Fig. 1: the metal 2 layer
Scale bar: 20 um.
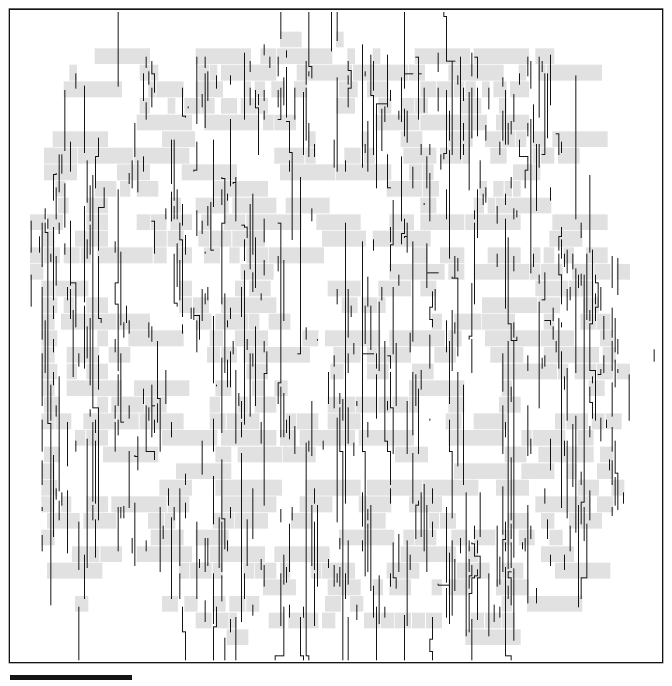
Fig. 2: drive-strength map
Scale bar: 20 um.
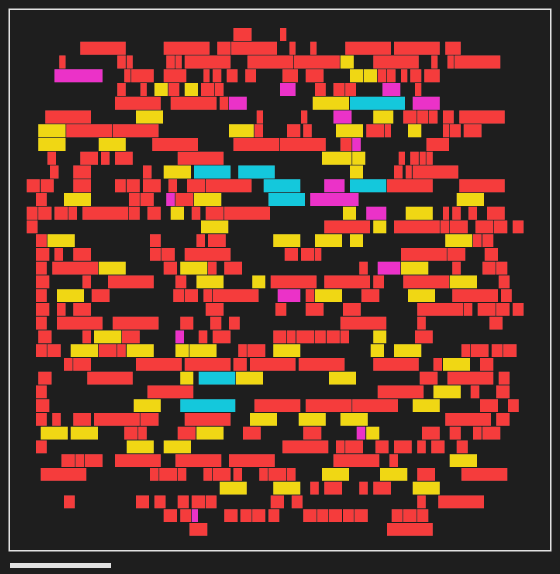
===== config.mk =====
export PLATFORM = sky130hd
export DESIGN_NAME = serial_display_driver
export DESIGN_NICKNAME = d
export VERILOG_FILES = /design/src/rtl/serial_display_driver.sv
export SDC_FILE = /design/constraint.sdc
export NUM_CORES = 1
export LEC_CHECK = 0
export CAP_MARGIN = 40
export CORE_MARGIN = 2
export CORE_UTILIZATION = 43
export CTS_BUF_LIST = sky130_fd_sc_hd__clkbuf_4
export DETAILED_ROUTE_END_ITERATION = 8
export DONT_BUFFER_PORTS = 1
export GPL_ROUTABILITY_DRIVEN = 0
export PLACE_DENSITY_LB_ADDON = 0.05
export REMOVE_ABC_BUFFERS = 1
export SYNTH_ARGS = -nofsm -noshare
export SYNTH_HDL_FRONTEND = slang
export SYNTH_SLANG_ARGS = --single-unit

===== constraint.sdc =====
create_clock -name i_clk -period 2.29 [get_ports i_clk]
set_clock_uncertainty 0.2 [all_clocks]
set_input_delay 0.458 -clock i_clk [delete_from_list [all_inputs] [get_ports i_clk]]
set_output_delay 0.458 -clock i_clk [all_outputs]
set_load 0.01 [all_outputs]

===== src/rtl/serial_display_driver.sv =====
// Shifts a captured display frame into 74HC595-style chains, then latches; 2*HALF_DIV*(BPC+LATCH_CYCLES) cycles per frame, ready only when idle and enabled.
// Optional SERIAL_DISPLAY_BRIGHTNESS_EN adds a 4-bit PWM on o_serial_oe_n; otherwise it is held low after reset.
module serial_display_driver #(
    parameter int SYS_CLK_HZ   = 5_000_000,
    parameter int SHIFT_CLK_HZ = 1_000_000,
    parameter int NUM_DIGITS   = 6,
    parameter int DIGIT_BITS   = 8,
    parameter int NUM_CHAINS   = 1,
    parameter int LATCH_CYCLES = 1
) (
    input  logic                             i_clk,
    input  logic                             i_reset,
    input  logic                             i_en,
    input  logic [NUM_DIGITS*DIGIT_BITS-1:0] i_frame,
    input  logic                             i_frame_valid,
    output logic                             o_frame_ready,
    input  logic                             i_msb_first,
    input  logic [3:0]                       i_brightness,
    output logic [NUM_CHAINS-1:0]            o_serial_data,
    output logic                             o_serial_clk,
    output logic                             o_serial_latch,
    output logic                             o_serial_oe_n
);
    localparam int FRAME_BITS = NUM_DIGITS * DIGIT_BITS;
    localparam int BPC        = FRAME_BITS / NUM_CHAINS;
    localparam int HALF_RAW   = SYS_CLK_HZ / (2 * SHIFT_CLK_HZ);
    localparam int HALF_DIV   = (HALF_RAW < 1) ? 1 : HALF_RAW;
    localparam int LATCH_LEN  = 2 * HALF_DIV * LATCH_CYCLES;
    localparam int HALF_W     = $clog2(HALF_DIV + 1);
    localparam int BIT_W      = $clog2(BPC + 1);
    localparam int LAT_W      = $clog2(LATCH_LEN + 1);

    localparam logic [HALF_W-1:0] HALF_LAST = HALF_W'(HALF_DIV - 1);
    localparam logic [BIT_W-1:0]  BIT_LAST  = BIT_W'(BPC - 1);
    localparam logic [LAT_W-1:0]  LAT_LAST  = LAT_W'(LATCH_LEN - 1);

    typedef enum logic [1:0] {S_IDLE, S_SHIFT, S_LATCH} state_t;
    typedef logic [NUM_CHAINS-1:0][BPC-1:0] slices_t;

    state_t                r_state, w_state_nx;
    logic [HALF_W-1:0]     r_half, w_half_nx;
    logic [BIT_W-1:0]      r_bit, w_bit_nx;
    logic [LAT_W-1:0]      r_lat, w_lat_nx;
    slices_t               r_shreg, w_shreg_nx, w_slices;
    logic                  r_msb, w_msb_nx;
    logic [NUM_CHAINS-1:0] r_data, w_data_nx;
    logic                  r_sclk, w_sclk_nx;
    logic                  r_latch, w_latch_nx;
    logic                  r_ready, w_ready_nx;
    logic                  r_oe_n;

    assign w_slices = i_frame;

    always_ff @(posedge i_clk or posedge i_reset) begin
        if (i_reset) begin
            r_state <= S_IDLE;
            r_half  <= '0;
            r_bit   <= '0;
            r_lat   <= '0;
            r_shreg <= '0;
            r_msb   <= 1'b0;
            r_data  <= '0;
            r_sclk  <= 1'b0;
            r_latch <= 1'b0;
            r_ready <= 1'b0;
        end else begin
            r_state <= w_state_nx;
            r_half  <= w_half_nx;
            r_bit   <= w_bit_nx;
            r_lat   <= w_lat_nx;
            r_shreg <= w_shreg_nx;
            r_msb   <= w_msb_nx;
            r_data  <= w_data_nx;
            r_sclk  <= w_sclk_nx;
            r_latch <= w_latch_nx;
            r_ready <= w_ready_nx;
        end
    end

    // The shift register is pre-advanced so its end bit is always the next bit to present.
    always_comb begin
        w_state_nx = r_state;
        w_half_nx  = r_half;
        w_bit_nx   = r_bit;
        w_lat_nx   = r_lat;
        w_shreg_nx = r_shreg;
        w_msb_nx   = r_msb;
        w_data_nx  = r_data;
        w_sclk_nx  = r_sclk;
        w_latch_nx = r_latch;
        case (r_state)
            S_IDLE: begin
                if (i_frame_valid && r_ready) begin
                    w_state_nx = S_SHIFT;
                    w_half_nx  = '0;
                    w_bit_nx   = '0;
                    w_msb_nx   = i_msb_first;
                    w_sclk_nx  = 1'b0;
                    for (int c = 0; c < NUM_CHAINS; c++) begin
                        w_data_nx[c]  = i_msb_first ? w_slices[c][BPC-1] : w_slices[c][0];
                        w_shreg_nx[c] = i_msb_first ? (w_slices[c] << 1) : (w_slices[c] >> 1);
                    end
                end
            end
            S_SHIFT: begin
                if (r_half != HALF_LAST) begin
                    w_half_nx = r_half + HALF_W'(1);
                end else begin
                    w_half_nx = '0;
                    if (!r_sclk) begin
                        w_sclk_nx = 1'b1;
                    end else if (r_bit == BIT_LAST) begin
                        w_state_nx = S_LATCH;
                        w_sclk_nx  = 1'b0;
                        w_data_nx  = '0;
                        w_latch_nx = 1'b1;
                        w_lat_nx   = '0;
                    end else begin
                        w_bit_nx  = r_bit + BIT_W'(1);
                        w_sclk_nx = 1'b0;
                        for (int c = 0; c < NUM_CHAINS; c++) begin
                            w_data_nx[c]  = r_msb ? r_shreg[c][BPC-1] : r_shreg[c][0];
                            w_shreg_nx[c] = r_msb ? (r_shreg[c] << 1) : (r_shreg[c] >> 1);
                        end
                    end
                end
            end
            S_LATCH: begin
                if (r_lat != LAT_LAST) begin
                    w_lat_nx = r_lat + LAT_W'(1);
                end else begin
                    w_state_nx = S_IDLE;
                    w_latch_nx = 1'b0;
                end
            end
            default: w_state_nx = S_IDLE;
        endcase
        w_ready_nx = (w_state_nx == S_IDLE) && i_en;
    end

`ifdef SERIAL_DISPLAY_BRIGHTNESS_EN
    logic [3:0] r_pwm;

    always_ff @(posedge i_clk or posedge i_reset) begin
        if (i_reset) begin
            r_pwm  <= '0;
            r_oe_n <= 1'b1;
        end else begin
            r_pwm  <= r_pwm + 4'd1;
            r_oe_n <= ~(r_pwm < i_brightness);
        end
    end
`else
    logic w_unused_brightness;
    assign w_unused_brightness = ^i_brightness;

    always_ff @(posedge i_clk or posedge i_reset) begin
        if (i_reset) r_oe_n <= 1'b1;
        else         r_oe_n <= 1'b0;
    end
`endif

    assign o_frame_ready  = r_ready;
    assign o_serial_data  = r_data;
    assign o_serial_clk   = r_sclk;
    assign o_serial_latch = r_latch;
    assign o_serial_oe_n  = r_oe_n;
endmodule


==> CHANGELOG.md <==
### Physical design

- Run status: finished clean
- Number of cells in Yosys stat: about 410
- GR Overflow Total: 0
- VDD IR max: 0.220 mV
- Fraction of area in multi-input gates: a little over half
- Buffers on Ports: 0
- CTS hold repair buffers: 3
- Global-route met3 utilization: 4.74%
- Multi-input gate count: between 300 and 400
- DR vias/cell: 5.42
- Proportion of synthesized area in mux cells: between 20% and 30%
- Synth warnings: 0
- Detailed-route wire length per cell: ~17 um
- Boundary Pins: roughly 62
- Number of gates resized after CTS: 0
- Largest net degree at the start of global routing: roughly 97
- Kind of end point of the critical path: register
- Number of sinks handled by clock tree synthesis: around 67
- Power Clock: 0.000897 W
- Worst Reg-to-Reg Cells: 5
- Sum of net half-perimeters after detailed placement: about 6000 um
- Main synth FF type: sky130_fd_sc_hd__dfrtp_1
- Met2 capacity usage during global routing: between 20 and 30%
- Tot GR Track Use: 17.0%
- Largest registers: r_shreg: 48 flops, r_bit: 6 flops, r_lat: 3 flops
- Post-synthesis simple-gate area fraction: 11.6%
- Final net count: ~470
- Initial core utilization: 44.2%
- Yosys Chip Area: 0.00455 sq mm
- Cell types with the largest area share after synthesis: sky130_fd_sc_hd__dfrtp_1 36%, sky130_fd_sc_hd__mux2_4 16%, sky130_fd_sc_hd__mux2i_1 11%
- Leakage power total: ~1.9 nW
- Per-instance average area after synthesis: roughly 11 sq um
- Yosys adder share: less than 1%
- Tally of OpenROAD warnings: 29
- Number of H-tree levels: 3
- Count of TritonRoute iterations in the first routing pass: 4
- Capture point of the worst reg-to-reg path: r_shreg[23]$_DFFE_PP0P_
- Insertion Delay late pin: ~0.42 ns
- Max reg flops: 48
- Xor and xnor fraction of the mapped netlist area: less than 1%
- Post-synthesis cell area: roughly 0.0045 sq mm
- Floorplan Core Area: 0.0103 sq mm
- Count of clock-net buffers in the final layout: 10
- Internal power: roughly 0.0017 W
- Data arrival, critical path: 2.11 ns
- Gate count after technology mapping: around 410
- Area of the die: 0.0114 sq mm
Back to the opening pictures, Fig. 1:
- longest straight run: 45.9 um
- main direction: vertical
- wire length on this layer: 3920 um

Back to the opening pictures, Fig. 2:
- magenta: drive 2 (cells 16; most used clkinv_2)
- cyan: drive 6 and up (cells 8; most used buf_12)
- red: drive 1 or less (cells 315; most used dfrtp_1)
- yellow: drive 3 to 4 (cells 71; most used mux2_4)
Area Growth Syn to Fin: 5.67%
final worst slack: 0.281 ns
Layout Cell Area excl Fill: 0.00480 sq mm

-- stage by stage --
stage | setup WS, ns | cells | hold slack, ns | setup TNS (ns) | cell area (sq um)
final | 0.281 | 546 | 0.114 | 0 | 4800
after global routing | 0.178 | 546 | 0.0998 | 0 | 4800
after CTS | 0.264 | 546 | 0.0819 | 0 | 4800
after detailed placement | 0.295 | 527 | 0.147 | 0 | 4620
after global placement | 0.290 | 527 | 0.135 | 0 | 4620
after floorplan | -0.652 | 377 | 0.246 | -37.07 | 4270
-- critical path, cell delays in order, from the launching register on --
cell and delay (ns):
sky130_fd_sc_hd__dfrtp_1 0.54, sky130_fd_sc_hd__nand2b_1 0.26, sky130_fd_sc_hd__nor2_4 0.18, sky130_fd_sc_hd__o21a_4 0.20, sky130_fd_sc_hd__buf_12 0.20, sky130_fd_sc_hd__mux2_4 0.31
No activity file was given, so power comes from the tool's default toggle rates.
